===== config.mk =====
export PLATFORM = sky130hd
export DESIGN_NAME = dcache_ctrl_flat
export DESIGN_NICKNAME = d
export VERILOG_FILES = /design/src/rtl/dcache_ctrl_if.sv /design/src/rtl/dcache_ctrl.sv /design/src/flat_wrapper.sv
export SDC_FILE = /design/constraint.sdc
export NUM_CORES = 2
export LEC_CHECK = 0
export CORE_MARGIN = 2
export CORE_UTILIZATION = 23
export CTS_CLUSTER_SIZE = 8
export DETAILED_ROUTE_END_ITERATION = 6
export GPL_TIMING_DRIVEN = 0
export PLACE_DENSITY_LB_ADDON = 0.12
export SKIP_LAST_GASP = 1
export SLEW_MARGIN = 25
export SYNTH_ARGS = -nofsm -noshare
export SYNTH_HDL_FRONTEND = slang
export SYNTH_SLANG_ARGS = --single-unit

===== constraint.sdc =====
create_clock -name clk_i -period 14 [get_ports clk_i]
set_clock_uncertainty 0.2 [all_clocks]
set_input_delay 2.1 -clock clk_i [delete_from_list [all_inputs] [get_ports clk_i]]
set_output_delay 2.1 -clock clk_i [all_outputs]
set_load 0.05 [all_outputs]

===== src/rtl/dcache_ctrl_if.sv =====
// rtl/dcache_ctrl_if.sv - CPU-side and memory-side signal bundle for dcache_ctrl
//
// Purpose: groups the MEM-stage access port and the main-memory block port
// of the data cache controller into one bundle.
// Ports (signals):
//   cpu_req_i/cpu_we_i/cpu_addr_i/cpu_wdata_i  pipeline access request
//   cpu_rdata_o/cpu_stall_o                    load data and pipeline freeze
//   mem_req_o/mem_we_o/mem_addr_o/mem_wdata_o  block read/write request
//   mem_rdata_i/mem_ack_i                      block read data, completion pulse
// Modports: slave = the cache controller, master = pipeline/memory side.

interface dcache_ctrl_if;
  logic         cpu_req_i;
  logic         cpu_we_i;
  logic [31:0]  cpu_addr_i;
  logic [31:0]  cpu_wdata_i;
  logic [31:0]  cpu_rdata_o;
  logic         cpu_stall_o;
  logic         mem_req_o;
  logic         mem_we_o;
  logic [31:0]  mem_addr_o;
  logic [127:0] mem_wdata_o;
  logic [127:0] mem_rdata_i;
  logic         mem_ack_i;

  modport slave (
    input  cpu_req_i, cpu_we_i, cpu_addr_i, cpu_wdata_i, mem_rdata_i, mem_ack_i,
    output cpu_rdata_o, cpu_stall_o, mem_req_o, mem_we_o, mem_addr_o, mem_wdata_o
  );

  modport master (
    output cpu_req_i, cpu_we_i, cpu_addr_i, cpu_wdata_i, mem_rdata_i, mem_ack_i,
    input  cpu_rdata_o, cpu_stall_o, mem_req_o, mem_we_o, mem_addr_o, mem_wdata_o
  );
endinterface


===== src/rtl/dcache_ctrl.sv =====
// rtl/dcache_ctrl.sv - direct-mapped write-back data cache controller
//
// Purpose: 16-line direct-mapped, write-back, write-allocate data cache with
// 16-byte lines. Loads hit combinationally; misses stall the pipeline while a
// dirty victim is written back and the missing block is refilled.
// Ports:
//   clk_i  clock, rising edge active
//   rst_i  asynchronous active-low reset
//   bus    dcache_ctrl_if.slave (CPU access port and memory block port)

module dcache_ctrl #(
  parameter int NUM_LINES = 16
) (
  input  logic         clk_i,
  input  logic         rst_i,
  dcache_ctrl_if.slave bus
);

  typedef enum logic [1:0] {
    IDLE      = 2'd0,
    WRITEBACK = 2'd1,
    ALLOCATE  = 2'd2
  } state_t;

  state_t state_q, state_d;

  logic [NUM_LINES-1:0] valid_q;
  logic [NUM_LINES-1:0] dirty_q;
  logic [23:0]          tag_q  [NUM_LINES];
  logic [127:0]         data_q [NUM_LINES];

  // Block address (addr[31:4]) of the access that missed. Captured so the
  // memory transaction keeps a stable target even if cpu_req_i drops mid-miss.
  logic [27:0] miss_blk_q;

  logic [23:0] req_tag;
  logic [3:0]  req_idx;
  logic [1:0]  req_word;
  logic [3:0]  miss_idx;
  logic        hit;
  logic        miss;
  logic        victim_dirty;
  logic        store_hit;
  logic [31:0] sel_word;
  logic        unused_ok;

  assign req_tag      = bus.cpu_addr_i[31:8];
  assign req_idx      = bus.cpu_addr_i[7:4];
  assign req_word     = bus.cpu_addr_i[3:2];
  assign miss_idx     = miss_blk_q[3:0];
  assign unused_ok    = ^bus.cpu_addr_i[1:0];

  // valid_q is cleared asynchronously, so during reset every access misses
  // and the stall simply follows cpu_req_i.
  assign hit          = bus.cpu_req_i & valid_q[req_idx] & (tag_q[req_idx] == req_tag);
  assign miss         = bus.cpu_req_i & ~hit;
  assign victim_dirty = valid_q[req_idx] & dirty_q[req_idx];
  assign store_hit    = (state_q == IDLE) & hit & bus.cpu_we_i;
  assign sel_word     = data_q[req_idx][{req_word, 5'd0} +: 32];

  // State register and line status bits
  always_ff @(posedge clk_i or negedge rst_i) begin
    if (!rst_i) begin
      state_q <= IDLE;
      valid_q <= '0;
      dirty_q <= '0;
    end else begin
      state_q <= state_d;
      if (store_hit) begin
        dirty_q[req_idx] <= 1'b1;
      end
      if (state_q == WRITEBACK && bus.mem_ack_i) begin
        dirty_q[miss_idx] <= 1'b0;
      end
      if (state_q == ALLOCATE && bus.mem_ack_i) begin
        valid_q[miss_idx] <= 1'b1;
        dirty_q[miss_idx] <= 1'b0;
      end
    end
  end

  // Tag/data arrays and miss address hold no state that matters until a
  // valid bit is set, so they carry no reset.
  always_ff @(posedge clk_i) begin
    if (state_q == IDLE && miss) begin
      miss_blk_q <= bus.cpu_addr_i[31:4];
    end
    if (store_hit) begin
      data_q[req_idx][{req_word, 5'd0} +: 32] <= bus.cpu_wdata_i;
    end
    if (state_q == ALLOCATE && bus.mem_ack_i) begin
      data_q[miss_idx] <= bus.mem_rdata_i;
      tag_q[miss_idx]  <= miss_blk_q[27:4];
    end
  end

  // Next state and outputs
  always_comb begin
    state_d         = state_q;
    bus.cpu_stall_o = 1'b0;
    bus.cpu_rdata_o = '0;
    bus.mem_req_o   = 1'b0;
    bus.mem_we_o    = 1'b0;
    bus.mem_addr_o  = '0;
    bus.mem_wdata_o = '0;
    unique case (state_q)
      IDLE: begin
        bus.cpu_stall_o = miss;
        if (hit && !bus.cpu_we_i) begin
          bus.cpu_rdata_o = sel_word;
        end
        if (miss) begin
          state_d = victim_dirty ? WRITEBACK : ALLOCATE;
        end
      end
      WRITEBACK: begin
        bus.cpu_stall_o = 1'b1;
        bus.mem_req_o   = 1'b1;
        bus.mem_we_o    = 1'b1;
        bus.mem_addr_o  = {tag_q[miss_idx], miss_idx, 4'b0000};
        bus.mem_wdata_o = data_q[miss_idx];
        if (bus.mem_ack_i) begin
          state_d = ALLOCATE;
        end
      end
      ALLOCATE: begin
        bus.cpu_stall_o = 1'b1;
        bus.mem_req_o   = 1'b1;
        bus.mem_addr_o  = {miss_blk_q, 4'b0000};
        if (bus.mem_ack_i) begin
          state_d = IDLE;
        end
      end
      default: begin
        state_d = IDLE;
      end
    endcase
  end

endmodule


===== src/flat_wrapper.sv =====
// flat-port wrapper written by rule: the top's interface ports become plain ports
module dcache_ctrl_flat 
#(
  parameter int NUM_LINES = 16
)
  (clk_i, rst_i, bus_cpu_req_i, bus_cpu_we_i, bus_cpu_addr_i, bus_cpu_wdata_i, bus_mem_rdata_i, bus_mem_ack_i, bus_cpu_rdata_o, bus_cpu_stall_o, bus_mem_req_o, bus_mem_we_o, bus_mem_addr_o, bus_mem_wdata_o);
  dcache_ctrl_if bus_i ();
  input  logic clk_i;
  input  logic rst_i;
  input wire logic [$bits(bus_i.cpu_req_i)-1:0] bus_cpu_req_i;
  input wire logic [$bits(bus_i.cpu_we_i)-1:0] bus_cpu_we_i;
  input wire logic [$bits(bus_i.cpu_addr_i)-1:0] bus_cpu_addr_i;
  input wire logic [$bits(bus_i.cpu_wdata_i)-1:0] bus_cpu_wdata_i;
  input wire logic [$bits(bus_i.mem_rdata_i)-1:0] bus_mem_rdata_i;
  input wire logic [$bits(bus_i.mem_ack_i)-1:0] bus_mem_ack_i;
  output wire logic [$bits(bus_i.cpu_rdata_o)-1:0] bus_cpu_rdata_o;
  output wire logic [$bits(bus_i.cpu_stall_o)-1:0] bus_cpu_stall_o;
  output wire logic [$bits(bus_i.mem_req_o)-1:0] bus_mem_req_o;
  output wire logic [$bits(bus_i.mem_we_o)-1:0] bus_mem_we_o;
  output wire logic [$bits(bus_i.mem_addr_o)-1:0] bus_mem_addr_o;
  output wire logic [$bits(bus_i.mem_wdata_o)-1:0] bus_mem_wdata_o;
  assign bus_i.cpu_req_i = bus_cpu_req_i;
  assign bus_i.cpu_we_i = bus_cpu_we_i;
  assign bus_i.cpu_addr_i = bus_cpu_addr_i;
  assign bus_i.cpu_wdata_i = bus_cpu_wdata_i;
  assign bus_i.mem_rdata_i = bus_mem_rdata_i;
  assign bus_i.mem_ack_i = bus_mem_ack_i;
  assign bus_cpu_rdata_o = bus_i.cpu_rdata_o;
  assign bus_cpu_stall_o = bus_i.cpu_stall_o;
  assign bus_mem_req_o = bus_i.mem_req_o;
  assign bus_mem_we_o = bus_i.mem_we_o;
  assign bus_mem_addr_o = bus_i.mem_addr_o;
  assign bus_mem_wdata_o = bus_i.mem_wdata_o;
  dcache_ctrl #(.NUM_LINES(NUM_LINES)) u_core (.clk_i(clk_i), .rst_i(rst_i), .bus(bus_i));
endmodule

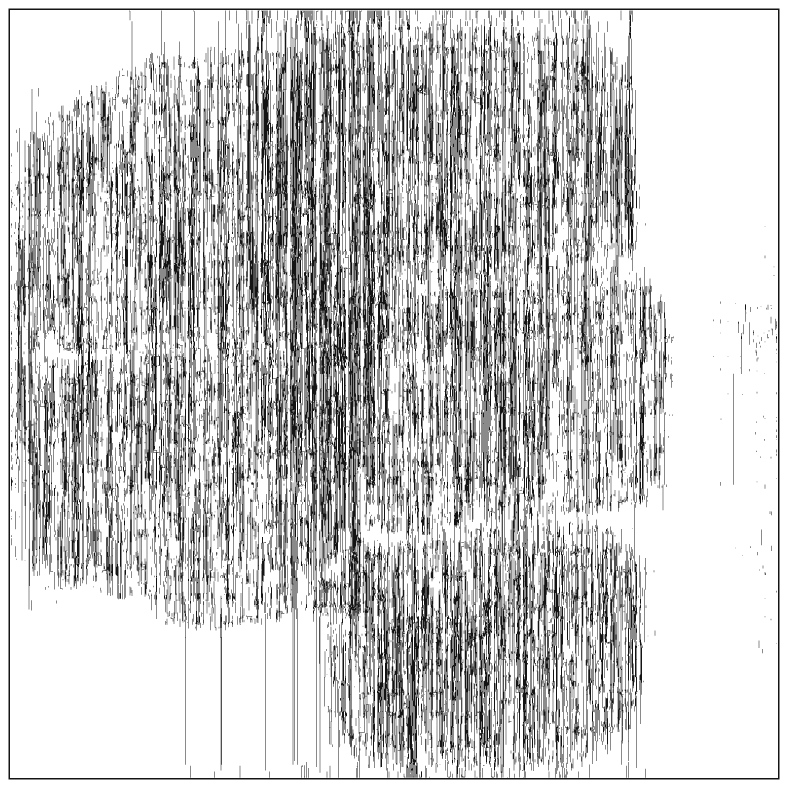
(images/layer_met2.png)
- main direction: vertical
- share of all routed wire: 47%
- longest straight run: 310 um
- nets with wire on the layer: 6386
total number of vias: 68700
final WL: 553000 um

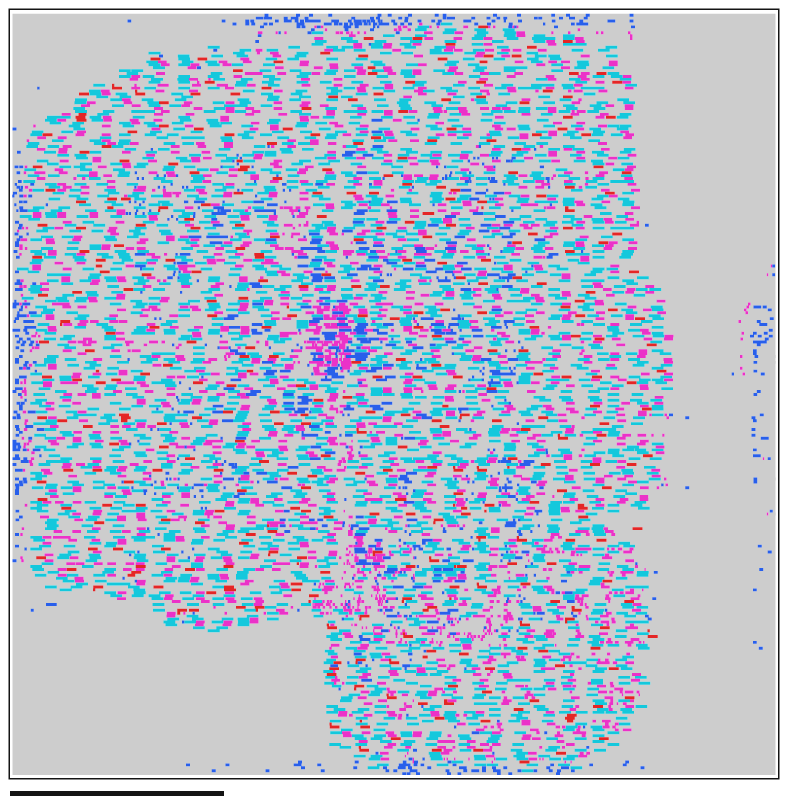
(images/placement_by_type.png)
Bar = 200 um. Fill, decap, tap and diode cells in gray.
- combinational and other logic: magenta (cells 2388)
- other buffers and delay cells: blue (cells 1139)
- clock drivers and dummy loads: red (cells 426)
- flops: cyan (cells 2498)
Seq area share: 0.508
row cnt: 261

==> GITHUB_STEP_SUMMARY <==
### Metrics collected by this job

| Metric | Value |
|---|---|
| Setup violators final | 0 |
| Int Power | 15.6 mW |
| # resized after CTS | 0 |
| Post-DP Area | 138000 um2 |
| Max-slew headroom | 0.224 |
| Clock-cell share | 0.0649 |
| Die boundary height | 716 um |
| Clock Path Buffers | 4 |
| First-pass GRT wire length | 714000 um |
| Pin count of the biggest net entering global routing | 29 |
| Distinct lib cells | 66 |
| I/O pin count | 392 |
| Yosys Instances | 5327 |
| Final core utilization | 0.291 |
| Vias per Instance | 5.21 |
| Xor+xnor area frac | 0.00210 |
| MUX area fraction | 0.298 |
| Diode count | 31 |
| Simple-Gate Fraction of Synth Area | 0.0181 |
| Fraction of area in multi-input gates | 0.276 |
| Final worst slack | 1.43 ns |
| Yosys reg bits | 2498 |
| Aoi share | 0.0220 |
| Synth top cells by count | edfxtp_1 (2460), mux4_2 (1493), clkbuf_1 (300) |
| CTS root buffer | clkbuf_16 |
| Worst slack, placed | 1.71 ns |
| Pre-antenna DRT Iters | 7 |
| DRC | 0 |
| Placed cells | 12700 |
| Reg with most FFs | u_core.data_q |
| Worst slew pin tran | 1.16 ns |
| Fill count | 49000 |
| Worst R2R End | u_core.data_q[14][121] |
| Min-Delay Path Depth | 1 |
| Register area | 74800 um2 |
| Combinational power | 5.70 mW |
| Top class by area | sequential cells |
| Yosys warnings | 0 |
| CTS tree | built |
| Design area | 147000 um2 |
| Leading area contributor after synthesis | edfxtp_1 |
| Most frequent logic cell in the layout | edfxtp_1 |
| Status | finished clean |
| Number of port buffers | 385 |
| P&R area growth vs syn | 26.2% |
| Final Power | 22.6 mW |
| Synth Area in Adders | 0.000965 |
| Critical-path top delay cell | nor2b_1 |
| Clock slew at reported path FFs | 0.05 ns |
| Synth area leaders | edfxtp_1 (63%), mux4_2 (29%), a22o_1 (1.1%), clkbuf_1 (0.97%), dfrtp_1 (0.73%) |
| 1st-iter DRT viols | 8589 |
| Die Size | 513000 um2 |
| Largest regs | u_core.data_q (2048), u_core.tag_q (384), u_core.miss_blk_q (28) |
| Repair and plain buffers | 1139 |
| Final Max Tran Viols | 0 |
| RR Startpoint | u_core.state_q[0] |
| Post-route non-filler standard cell count | 13200 |
| Fin Setup TNS | 0 ns |
| Reg2reg setup slack | 8.09 ns |
| Placeable core region | 505000 um2 |
| Min cycle time layout | 12.57 ns |
| Worst EP arrival | 10.27 ns |
| Hold endpoint | u_core.valid_q[9] |
| CP startpoint | bus_cpu_addr_i[6] |
| Delay of the slowest critical-path stage | 1.03 ns |
| CP most frequent cell | clkbuf_1 |
| Crit path required time | 11.70 ns |
| Initial Util | 0.231 |
| Final hold vios | 0 |
| # nets final | 6586 |
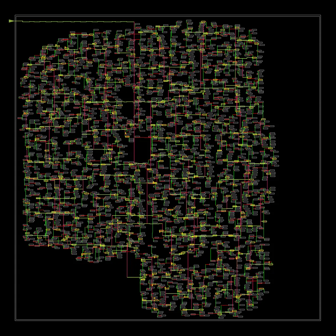
(images/clocks.png)
TritonCTS buffer count: 353
Flops: 2498
P_clk: 7.91 mW
clock sink count: 2498
clock buffers: 399

==> how the worst max path moves through the flow <==
stage / end / slack, ns / cells past startpoint
floorplan: bus_cpu_rdata_o[0] / 6.34 / 12
detailed placement: bus_cpu_rdata_o[11] / 1.71 / 14
finish: bus_cpu_rdata_o[11] / 1.43 / 15
global route: bus_cpu_rdata_o[11] / 1.54 / 15
global placement: u_core.data_q[6][15] / -2.13 / 11
CTS: bus_cpu_rdata_o[11] / 1.70 / 15
==> metal layers <==
| metal | up-vias | part of all wire | GRT usage |
|---|---|---|---|
| li1 | 25800 | - | - |
| met1 | 39000 | 0.42 | 0.287 |
| met2 | 3206 | 0.47 | 0.338 |
| met3 | 657 | 0.071 | 0.0415 |
| met4 | 10 | 0.040 | 0.0749 |
| met5 | - | 0.00013 | 0 |
No activity file was given, so power comes from the tool's default toggle rates.
